===== src/rtl/countdown_stop_if.sv =====
// Bus for countdown_stop: load/start/pause controls in, count and status out.
interface countdown_stop_if #(
    parameter int DATA_WIDTH = 10
) ();
    logic                  load;
    logic [DATA_WIDTH-1:0] load_val;
    logic                  start;
    logic                  pause;
    logic [DATA_WIDTH-1:0] out;
    logic                  busy;
    logic                  done;
    logic                  expired;

    modport master (
        output load, load_val, start, pause,
        input  out, busy, done, expired
    );

    modport slave (
        input  load, load_val, start, pause,
        output out, busy, done, expired
    );
endinterface


===== src/rtl/countdown_stop.sv =====
// Loadable down-counter that stops at MIN_VAL, with pause/resume and restart from
// a reload register. All outputs are registered.
module countdown_stop #(
    parameter int DATA_WIDTH = 10,
    parameter int MIN_VAL    = 0
) (
    input logic             clk,
    input logic             rst,
    countdown_stop_if.slave bus
);
    typedef enum logic [1:0] {IDLE, RUN, PAUSED, EXPIRED} state_t;

    localparam logic [DATA_WIDTH-1:0] MIN    = DATA_WIDTH'(MIN_VAL);
    localparam logic [DATA_WIDTH-1:0] ONE    = DATA_WIDTH'(1);
    // One bit wider so MIN_VAL at the top of the range cannot wrap.
    localparam logic [DATA_WIDTH:0]   MIN_P1 = {1'b0, MIN} + {{DATA_WIDTH{1'b0}}, 1'b1};

    state_t                state_q, state_d;
    logic [DATA_WIDTH-1:0] out_q, out_d;
    logic [DATA_WIDTH-1:0] reload_q, reload_d;
    logic                  done_q, done_d;
    logic                  busy_q, busy_d;
    logic                  expired_q, expired_d;

    always_ff @(posedge clk or negedge rst) begin
        if (!rst) begin
            state_q   <= IDLE;
            out_q     <= '0;
            reload_q  <= '0;
            done_q    <= 1'b0;
            busy_q    <= 1'b0;
            expired_q <= 1'b0;
        end else begin
            state_q   <= state_d;
            out_q     <= out_d;
            reload_q  <= reload_d;
            done_q    <= done_d;
            busy_q    <= busy_d;
            expired_q <= expired_d;
        end
    end

    always_comb begin
        state_d  = state_q;
        out_d    = out_q;
        reload_d = reload_q;
        done_d   = 1'b0;
        if (bus.load) begin
            out_d    = bus.load_val;
            reload_d = bus.load_val;
            state_d  = IDLE;
        end else begin
            case (state_q)
                IDLE: begin
                    if (bus.start) begin
                        if (out_q > MIN) begin
                            state_d = RUN;
                        end else begin
                            state_d = EXPIRED;
                            done_d  = ~done_q;
                        end
                    end
                end
                RUN: begin
                    if (bus.pause) begin
                        state_d = PAUSED;
                    end else if ({1'b0, out_q} <= MIN_P1) begin
                        out_d   = MIN;
                        state_d = EXPIRED;
                        done_d  = 1'b1;
                    end else begin
                        out_d = out_q - ONE;
                    end
                end
                PAUSED: begin
                    if (bus.start) state_d = RUN;
                end
                EXPIRED: begin
                    // A zero-length restart re-expires; suppressing back-to-back done keeps it a pulse.
                    if (bus.start) begin
                        if (reload_q > MIN) begin
                            out_d   = reload_q;
                            state_d = RUN;
                        end else begin
                            done_d = ~done_q;
                        end
                    end
                end
                default: state_d = IDLE;
            endcase
        end
        busy_d    = (state_d == RUN) || (state_d == PAUSED);
        expired_d = (state_d == EXPIRED);
    end

    assign bus.out     = out_q;
    assign bus.busy    = busy_q;
    assign bus.done    = done_q;
    assign bus.expired = expired_q;
endmodule


===== src/flat_wrapper.sv =====
// flat-port wrapper written by rule: the top's interface ports become plain ports
module countdown_stop_flat 
#(
    parameter int DATA_WIDTH = 10,
    parameter int MIN_VAL    = 0
)
  (clk, rst, bus_load, bus_load_val, bus_start, bus_pause, bus_out, bus_busy, bus_done, bus_expired);
  countdown_stop_if #(.DATA_WIDTH(DATA_WIDTH)) bus_i ();
  input logic clk;
  input logic rst;
  input wire logic [$bits(bus_i.load)-1:0] bus_load;
  input wire logic [$bits(bus_i.load_val)-1:0] bus_load_val;
  input wire logic [$bits(bus_i.start)-1:0] bus_start;
  input wire logic [$bits(bus_i.pause)-1:0] bus_pause;
  output wire logic [$bits(bus_i.out)-1:0] bus_out;
  output wire logic [$bits(bus_i.busy)-1:0] bus_busy;
  output wire logic [$bits(bus_i.done)-1:0] bus_done;
  output wire logic [$bits(bus_i.expired)-1:0] bus_expired;
  assign bus_i.load = bus_load;
  assign bus_i.load_val = bus_load_val;
  assign bus_i.start = bus_start;
  assign bus_i.pause = bus_pause;
  assign bus_out = bus_i.out;
  assign bus_busy = bus_i.busy;
  assign bus_done = bus_i.done;
  assign bus_expired = bus_i.expired;
  countdown_stop #(.DATA_WIDTH(DATA_WIDTH), .MIN_VAL(MIN_VAL)) u_core (.clk(clk), .rst(rst), .bus(bus_i));
endmodule

===== config.mk =====
export PLATFORM = sky130hd
export DESIGN_NAME = countdown_stop_flat
export DESIGN_NICKNAME = d
export VERILOG_FILES = /design/src/rtl/countdown_stop_if.sv /design/src/rtl/countdown_stop.sv /design/src/flat_wrapper.sv
export SDC_FILE = /design/constraint.sdc
export NUM_CORES = 1
export LEC_CHECK = 0
export CAP_MARGIN = 10
export CORE_UTILIZATION = 45
export DETAILED_ROUTE_END_ITERATION = 8
export PLACE_DENSITY = 0.73
export SETUP_SLACK_MARGIN = 0.2
export SYNTH_ARGS = -nofsm -noshare
export SYNTH_HDL_FRONTEND = slang
export SYNTH_SLANG_ARGS = --single-unit

===== constraint.sdc =====
create_clock -name clk -period 2 [get_ports clk]
set_input_delay 0.6 -clock clk [delete_from_list [all_inputs] [get_ports clk]]
set_output_delay 0.6 -clock clk [all_outputs]
set_load 0.03 [all_outputs]

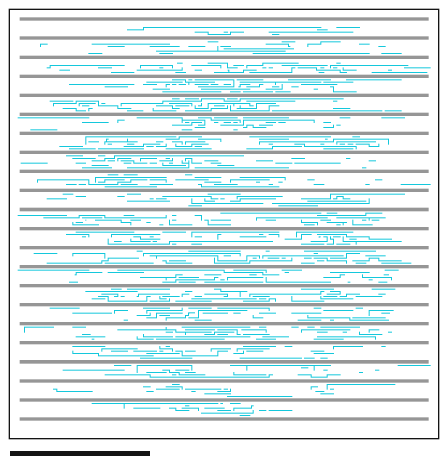
(run_1/met1.png)
Scale bar: 20 µm. Supply wires on this layer in grey.
share of all routed wire	44%
wire length on this layer	2190 µm
longest straight run	25.3 µm
final wirelength: 4990 µm
global routing usage on met1: 33.9%

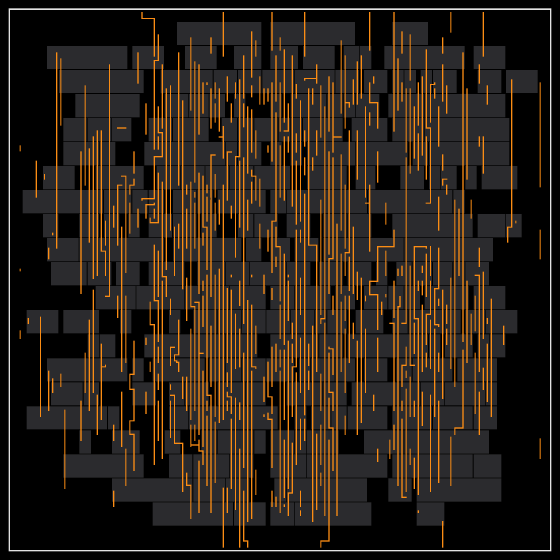
(run_1/met2.png)
Cells faint in the background.
wire length on this layer	2540 µm
main direction	vertical
nets with wire on the layer	235
share of all routed wire	51%
vias after detailed routing: 1673
met2 demand-to-capacity share in global routing: 48.0%

==> reports/qor.rpt, run 1 <==
FLOORPLAN
------------------------------------------------------------------------------------
Die width .............................................................      61.1 µm
Area of the core ......................................................     3340 µm²
Die span in y .........................................................      61.1 µm
Number of rows created at floorplan ...................................           21
Pre-Place Util ........................................................        47.2%
Die Outline Area ......................................................     3740 µm²

POWER AND IR DROP
------------------------------------------------------------------------------------
Internal power component ..............................................       949 µW
Switching power summed over all nets ..................................       561 µW
Static leakage ........................................................   0.00105 µW
Group drawing the most power .......................................... combinational logic
Combinational gate power ..............................................       659 µW
Sw frac ...............................................................        37.2%
Power drawn by the clock network ......................................       232 µW
Part of the power in the clock network ................................        15.4%
Largest vdd supply drop ...............................................       308 µV
Share of power burned in combinational logic ..........................        43.6%
Seq pwr share .........................................................        41.0%
Power per unit of standard cell area ..................................   616 nW/µm²
Post-layout total power ...............................................      1510 µW

TIMING
------------------------------------------------------------------------------------
Worst Max-Slew Pin Slew ...............................................     0.409 ns
Worst max-slew margin expressed relative to the limit .................        72.5%
Time the worst path needs with I/O delays and setup ...................      2.07 ns
Fin worst setup slack .................................................   -0.0722 ns
Post-route clock period utilization ...................................         104%
Final Max Tran Viols ..................................................            0
Setup Viol. Count Final ...............................................            5

CLOCK TREE
------------------------------------------------------------------------------------
Post-CTS resize count .................................................           56
Number of buffers added by the clock tree synthesis step ..............            3
CTS tree ..............................................................          yes
Htree depth ...........................................................            1
Sinks on the clock net ................................................           25
Latest clock arrival within the worst-skew pair .......................      0.33 ns
Setup Fix Bufs, Post-CTS ..............................................            5
CTS Root Cell ......................................................... sky130_fd_sc_hd__clkbuf_4
Post-cts hold buffer count ............................................            0
Worst-path clk slew ...................................................      0.14 ns

SYNTH
------------------------------------------------------------------------------------
Leading post-synthesis cells by instance count ........................ 25 x sky130_fd_sc_hd__dfrtp_1, 12 x sky130_fd_sc_hd__a21oi_1, 12 x sky130_fd_sc_hd__inv_1
Net Count, Synth ......................................................          196
Most popular library cell in the synthesized design by count .......... sky130_fd_sc_hd__dfrtp_1
Post-synthesis cell count .............................................          172
Tally of yosys warning messages .......................................            0
EDFF count, synth .....................................................            0
Proportion of synthesized flip-flops having asynchronous set or reset .         100%
Main kind of combinational logic by area .............................. AND-OR/OR-AND gates
Count of state elements after synthesis ...............................           25
Yosys-reported design area after synthesis ............................     1570 µm²
Commonest register cell after synthesis ............................... sky130_fd_sc_hd__dfrtp_1
Register share after synthesis ........................................        39.7%
Cell types with the largest area share after synthesis ................ sky130_fd_sc_hd__dfrtp_1 40%, sky130_fd_sc_hd__ha_1 7.2%, sky130_fd_sc_hd__a21oi_1 3.8%
Yosys top cell area share .............................................        39.7%
Post-synthesis area per instance ......................................     9.15 µm²

FINISH
------------------------------------------------------------------------------------
Logic share of the area ...............................................        43.6%
Count of non-CTS inverters in the layout ..............................           12
Non-clock buffer share ................................................        25.1%
Most common cell after layout, fill and taps aside .................... sky130_fd_sc_hd__buf_4
Fill cell instance count of the final layout ..........................          251
Logic area ............................................................     1070 µm²
Multi-In Gates ........................................................          125
Area growth from synthesis to final layout ............................        55.8%
Antenna diodes ........................................................            0
Layout Cells excl Fill ................................................          285
Non-CTS buffers .......................................................           73

WORST SETUP PATH
------------------------------------------------------------------------------------
Crit path kind ........................................................ flip-flop to flip-flop
Worst path buffer plus inverter count .................................            1
CP endpoint kind ......................................................    flip-flop
Highest net fanout along the worst path ...............................            3
Launching element type of the critical path ...........................    flip-flop
Cell family with most CP delay ........................................ simple AND/OR/NAND/NOR gates
Required time at the endpoint of the critical path ....................      2.22 ns
Worst stage delay on the critical path ................................      0.49 ns
Master of the slowest instance on the critical path ................... sky130_fd_sc_hd__or4_4
Chain of cells forming the critical path .............................. buf_6 -> or4_4 -> or2_4 -> o31a_1 -> o311ai_1 -> a21oi_1

GLOBAL ROUTING
------------------------------------------------------------------------------------
Antenna violations before repair ......................................            0
Overflow left after global routing ....................................            0
Wire length of the first global-routing pass ..........................      7420 µm
Via count of the first global-routing pass ............................         1607

PLACED DESIGN
------------------------------------------------------------------------------------
Last weighted congestion value of the routability-driven placer .......        0.881
I/O Buffers ...........................................................           27
Half-perimeter wire length after detailed placement ...................      3260 µm
Worst-case setup slack after placement ................................    -0.183 ns

JOB
------------------------------------------------------------------------------------
Max-capacitance violation count .......................................            0
Number of logged tool warnings ........................................           35

RUN STATUS
------------------------------------------------------------------------------------
Status ................................................................ complete, but fails checks
Failing checks ........................................................ setup timing

HOLD PATH
------------------------------------------------------------------------------------
Hold WC Path Type ..................................................... flip-flop to flip-flop

DRT
------------------------------------------------------------------------------------
Routed via count divided by cell count ................................         5.87
DRT Pass-1 Iters ......................................................            4

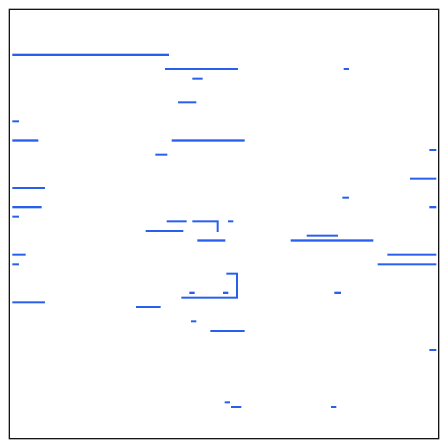
(run_1/met3.png)
main direction	horizontal
share of all routed wire	2.9%
global-route track usage on met3: 2.31%

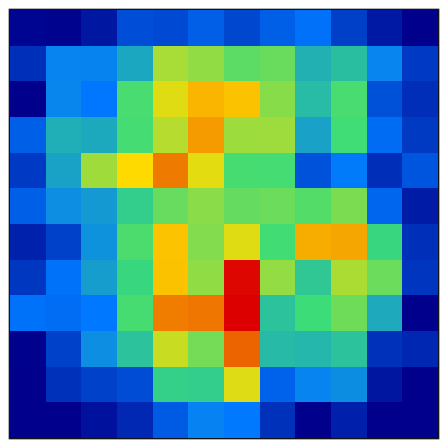
(run_1/wire_density.png)
12 x 12 tiles, from dark blue (low) to red (high), scaled to the fullest tile. Values are wire area over tile area, all layers added.
tiles over half the peak	35%
fullest tile	0.57
emptiest ninth of the die	south-west
mean over tiles	0.21
densest ninth of the die	centre
nearly empty tiles	9.0%
average routed wire per standard cell: 17.5 µm
gr usage total: 27.2%

-- run 1: per-stage QoR --
| step | area, µm² | hold slack (ns) |
|---|---|---|
| detailed placement | 2140 | 0.541 |
| floorplan | 1580 | 0.304 |
| finish | 2450 | 0.580 |
| CTS | 2280 | 0.573 |
| global placement | 2140 | 0.522 |
| global route | 2450 | 0.594 |
-- run 1: worst paths after layout --
| path | to | cells past startpoint | from | slack (ns) |
|---|---|---|---|---|
| worst max register to register | u_core.bus.out[9]$_DFFE_PN0P_ | 6 | u_core.bus.out[1]$_DFFE_PN0P_ | -0.07 |
| max in group asynchronous | u_core.bus.out[5]$_DFFE_PN0P_ | 2 | rst | 1.09 |
| worst min-delay path | u_core.reload_q[9]$_DFFE_PN0P_ | 1 | u_core.reload_q[9]$_DFFE_PN0P_ | 0.58 |
| worst max-delay path | u_core.bus.out[9]$_DFFE_PN0P_ | 6 | u_core.bus.out[1]$_DFFE_PN0P_ | -0.07 |
| worst min register to register | u_core.reload_q[9]$_DFFE_PN0P_ | 1 | u_core.reload_q[9]$_DFFE_PN0P_ | 0.58 |
| min in group asynchronous | u_core.bus.busy$_DFF_PN0_ | 2 | rst | 0.62 |
-- run 1: registers in the layout, indices dropped and copies added, names as in the netlist --
signal,flops
u_core.state_q,2
u_core.reload_q,10
u_core.bus.done,1
u_core.bus.busy,1
u_core.bus.out,10
u_core.bus.expired,1
-- run 1: per-layer routing --
layer | vias to the layer above | GRT usage, % | wire length [µm]
met3 | 14 | 2.31 | 143
met1 | 841 | 33.9 | 2190
met4 | 0 | 11.7 | 125
li1 | 767 | - | -
met2 | 51 | 48.0 | 2540
met5 | - | 0 | 0
==> run 1 -> run 2 <==
--- a/config.mk
+++ b/config.mk
@@ -8,7 +8,7 @@
 export CAP_MARGIN = 10
 export CORE_UTILIZATION = 45
 export DETAILED_ROUTE_END_ITERATION = 8
-export PLACE_DENSITY = 0.73
+export PLACE_DENSITY = 0.82
 export SETUP_SLACK_MARGIN = 0.2
 export SYNTH_ARGS = -nofsm -noshare
 export SYNTH_HDL_FRONTEND = slang
==> run 2 against run 1 <==
  * Largest power group unchanged
  * The flow still finishes with violations (setup timing)
  * Die size unchanged
  * Core utilization down 0.11 points
  * Clock skew down 0.0022 ns
  * Non-clock buffer count down 2
  * Global-route usage down 1.9 points
==> reports/qor.rpt, run 2 <==
RUN STATUS
------------------------------------------------------------------------------------
Status ................................................................ complete, but fails checks
Failing checks ........................................................ setup timing

SYNTH
------------------------------------------------------------------------------------
Proportion of synthesized flip-flops having asynchronous set or reset .         100%   unchanged
Net Count, Synth ......................................................          196   unchanged
Cell types with the largest area share after synthesis ................ sky130_fd_sc_hd__dfrtp_1 40%, sky130_fd_sc_hd__ha_1 7.2%, sky130_fd_sc_hd__a21oi_1 3.8%
Yosys top cell area share .............................................        39.7%   unchanged
Post-synthesis cell count .............................................          172   unchanged
Most popular library cell in the synthesized design by count .......... sky130_fd_sc_hd__dfrtp_1
Post-synthesis area per instance ......................................     9.15 µm²   unchanged
Leading post-synthesis cells by instance count ........................ 25 x sky130_fd_sc_hd__dfrtp_1, 12 x sky130_fd_sc_hd__a21oi_1, 12 x sky130_fd_sc_hd__inv_1
Yosys-reported design area after synthesis ............................     1570 µm²   unchanged
Tally of yosys warning messages .......................................            0   unchanged
Main kind of combinational logic by area .............................. AND-OR/OR-AND gates
EDFF count, synth .....................................................            0   unchanged
Count of state elements after synthesis ...............................           25   unchanged
Register share after synthesis ........................................        39.7%   unchanged

DRT
------------------------------------------------------------------------------------
Number of DRC markers after the initial detailed-route iteration ......          153
Routed met3 length ....................................................       260 µm   +82%
Routed via count divided by cell count ................................         5.97   +1.7%
Routed wl met2 ........................................................      2510 µm   -1.1%
Highest signal layer in the routed design .............................         met4
Metal1 wirelength .....................................................      2010 µm   -8.0%
DRT Pass-1 Iters ......................................................            4   unchanged
Average routed wire per standard cell .................................      17.5 µm   -0.16%

HOLD PATH
------------------------------------------------------------------------------------
Number of instances on the worst hold path ............................            1   unchanged
Hold WC Path Type ..................................................... flip-flop to flip-flop

POWER AND IR DROP
------------------------------------------------------------------------------------
Group drawing the most power .......................................... combinational logic
Share of power burned in combinational logic ..........................        43.5%   about the same
Power drawn by the clock network ......................................       239 µW   +3%
Part of the power in the clock network ................................        15.7%   +0.3 points
Post-layout total power ...............................................      1520 µW   +0.63%
Static leakage ........................................................   0.00105 µW   +0.27%
Largest vdd supply drop ...............................................       335 µV   +8.9%
Power per unit of standard cell area ..................................   621 nW/µm²   +0.78%
Combinational gate power ..............................................       661 µW   about the same
Seq pwr share .........................................................        40.8%   -0.2 points
Sw frac ...............................................................        37.4%   +0.23 points
Switching power summed over all nets ..................................       569 µW   +1.3%
Internal power component ..............................................       952 µW   +0.26%

PLACED DESIGN
------------------------------------------------------------------------------------
Last weighted congestion value of the routability-driven placer .......        0.858   -2.6%
I/O Buffers ...........................................................           27   unchanged
Half-perimeter wire length after detailed placement ...................      3040 µm   -6.6%
Worst-case setup slack after placement ................................    -0.181 ns   +0.00236 ns

FLOORPLAN
------------------------------------------------------------------------------------
Die Outline Area ......................................................     3740 µm²   unchanged
Number of rows created at floorplan ...................................           21   unchanged
Die span in y .........................................................      61.1 µm   unchanged
Total I/O pin count ...................................................           28
Area of the core ......................................................     3340 µm²   unchanged
Die width .............................................................      61.1 µm   unchanged
Pre-Place Util ........................................................        47.2%   unchanged

TIMING
------------------------------------------------------------------------------------
Worst max-slew margin expressed relative to the limit .................        73.6%   +1.0 points
Post-route clock period utilization ...................................         104%   +0.84 points
Final Max Tran Viols ..................................................            0   unchanged
Fin worst setup slack .................................................   -0.0890 ns   -0.0168 ns
Worst Max-Slew Pin Slew ...............................................     0.393 ns   -0.0154 ns
Setup Viol. Count Final ...............................................            1   -4
Time the worst path needs with I/O delays and setup ...................      2.09 ns   +0.0168 ns

WORST SETUP PATH
------------------------------------------------------------------------------------
Launching element type of the critical path ...........................    flip-flop
Highest net fanout along the worst path ...............................            3   unchanged
Required time at the endpoint of the critical path ....................      2.24 ns   +0.02 ns
CP endpoint kind ......................................................    flip-flop
Worst Reg2Reg Path Length in Cells ....................................            6   unchanged
Crit path kind ........................................................ flip-flop to flip-flop

FINISH
------------------------------------------------------------------------------------
Most common cell after layout, fill and taps aside .................... sky130_fd_sc_hd__buf_4
Fill cell instance count of the final layout ..........................          235   -6.4%
Leading cell types in the layout, fill and taps excluded .............. 38 x sky130_fd_sc_hd__buf_4, 17 x sky130_fd_sc_hd__dfrtp_1, 14 x sky130_fd_sc_hd__clkdlybuf4s50_1
Area growth from synthesis to final layout ............................        55.6%
Antenna diodes ........................................................            0   unchanged
Layout Cells excl Fill ................................................          283   -0.70%

GLOBAL ROUTING
------------------------------------------------------------------------------------
Gr busiest metal ......................................................         met2
Wire length of the first global-routing pass ..........................      6990 µm   -5.8%
Via count of the first global-routing pass ............................         1598   -0.56%
Global-route track usage on met3 ......................................        2.31%   unchanged
Gr usage total ........................................................        25.3%   -1.9 points
Overflow left after global routing ....................................            0   unchanged
Antenna violations before repair ......................................            0   unchanged

CLOCK TREE
------------------------------------------------------------------------------------
Setup Fix Bufs, Post-CTS ..............................................            5   unchanged
Worst-path clk slew ...................................................      0.14 ns   about the same
Post-cts hold buffer count ............................................            0   unchanged
Number of buffers added by the clock tree synthesis step ..............            3   unchanged
CTS tree ..............................................................          yes
CTS Root Cell ......................................................... sky130_fd_sc_hd__clkbuf_4
Sinks on the clock net ................................................           25   unchanged
Post-CTS resize count .................................................           41   -27%
Latest clock arrival within the worst-skew pair .......................      0.33 ns   about the same

JOB
------------------------------------------------------------------------------------
Number of logged tool warnings ........................................           35   unchanged

run 2: critical path, stage by stage (launching register included):
cell and delay (ns):
sky130_fd_sc_hd__dfrtp_1 0.41, sky130_fd_sc_hd__or3_4 0.43, sky130_fd_sc_hd__nor4b_4 0.38, sky130_fd_sc_hd__a21oi_2 0.09, sky130_fd_sc_hd__or2_1 0.24, sky130_fd_sc_hd__a31oi_2 0.18
sky130_fd_sc_hd__ha_1 0.26
run 2: stage by stage:
stage | hold slack (ns) | utilization [%] | area, µm²
floorplan | 0.304 | - | 1580
global placement | 0.521 | 63.7 | 2130
detailed placement | 0.537 | 63.7 | 2130
CTS | 0.569 | 67.4 | 2250
global route | 0.598 | 73.4 | 2450
finish | 0.575 | 73.4 | 2450
run 2: cell type report:
cell class                      instances  area [µm²]  share of cell area (%)
Tap cell                               46        57.6                    2.35
Sequential cell                        25         636                    26.0
Multi-Input combinational cell        125        1080                    43.9
Inverter                               12        47.5                    1.94
Timing Repair Buffer                   71         606                    24.7
Clock buffer                            4        26.3                    1.07
run 2: path summary, 6_finish.rpt:
check,startpoint,endpoint,slack (ns)
min,u_core.reload_q[9]$_DFFE_PN0P_,u_core.reload_q[9]$_DFFE_PN0P_,0.57
min reg2reg,u_core.reload_q[9]$_DFFE_PN0P_,u_core.reload_q[9]$_DFFE_PN0P_,0.57
max reg2reg,u_core.bus.out[7]$_DFFE_PN0P_,u_core.bus.busy$_DFF_PN0_,-0.09
max,u_core.bus.out[7]$_DFFE_PN0P_,u_core.bus.busy$_DFF_PN0_,-0.09
max in group asynchronous,rst,u_core.bus.out[1]$_DFFE_PN0P_,1.13
min in group asynchronous,rst,u_core.bus.out[9]$_DFFE_PN0P_,0.60
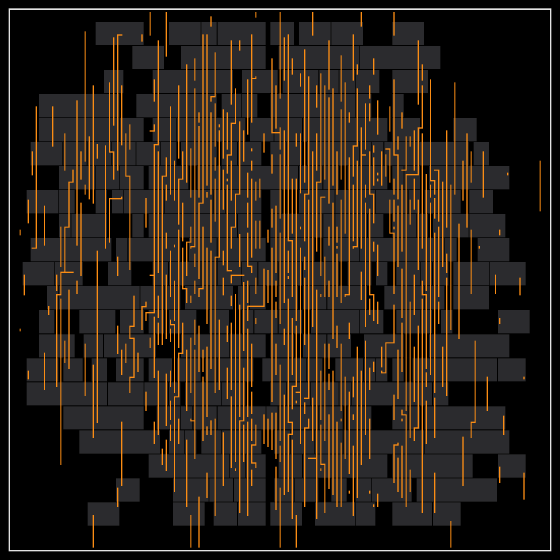
(run_2/met2.png)
Cells faint in the background.
longest straight run	26.7 µm
share of all routed wire	51%
met2 demand-to-capacity share in global routing: 43.3%
vias after detailed routing: 1690
final wirelength: 4950 µm

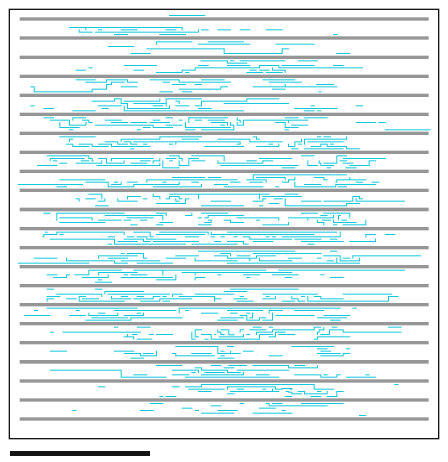
(run_2/met1.png)
Scale bar: 20 µm. Supply wires on this layer in grey.
longest straight run	23.0 µm
main direction	horizontal
nets with wire on the layer	228
share of all routed wire	41%
wire length on this layer	2020 µm
global routing usage on met1: 31.9%

Power figures rest on the tool's default switching activity, not on a simulated workload.
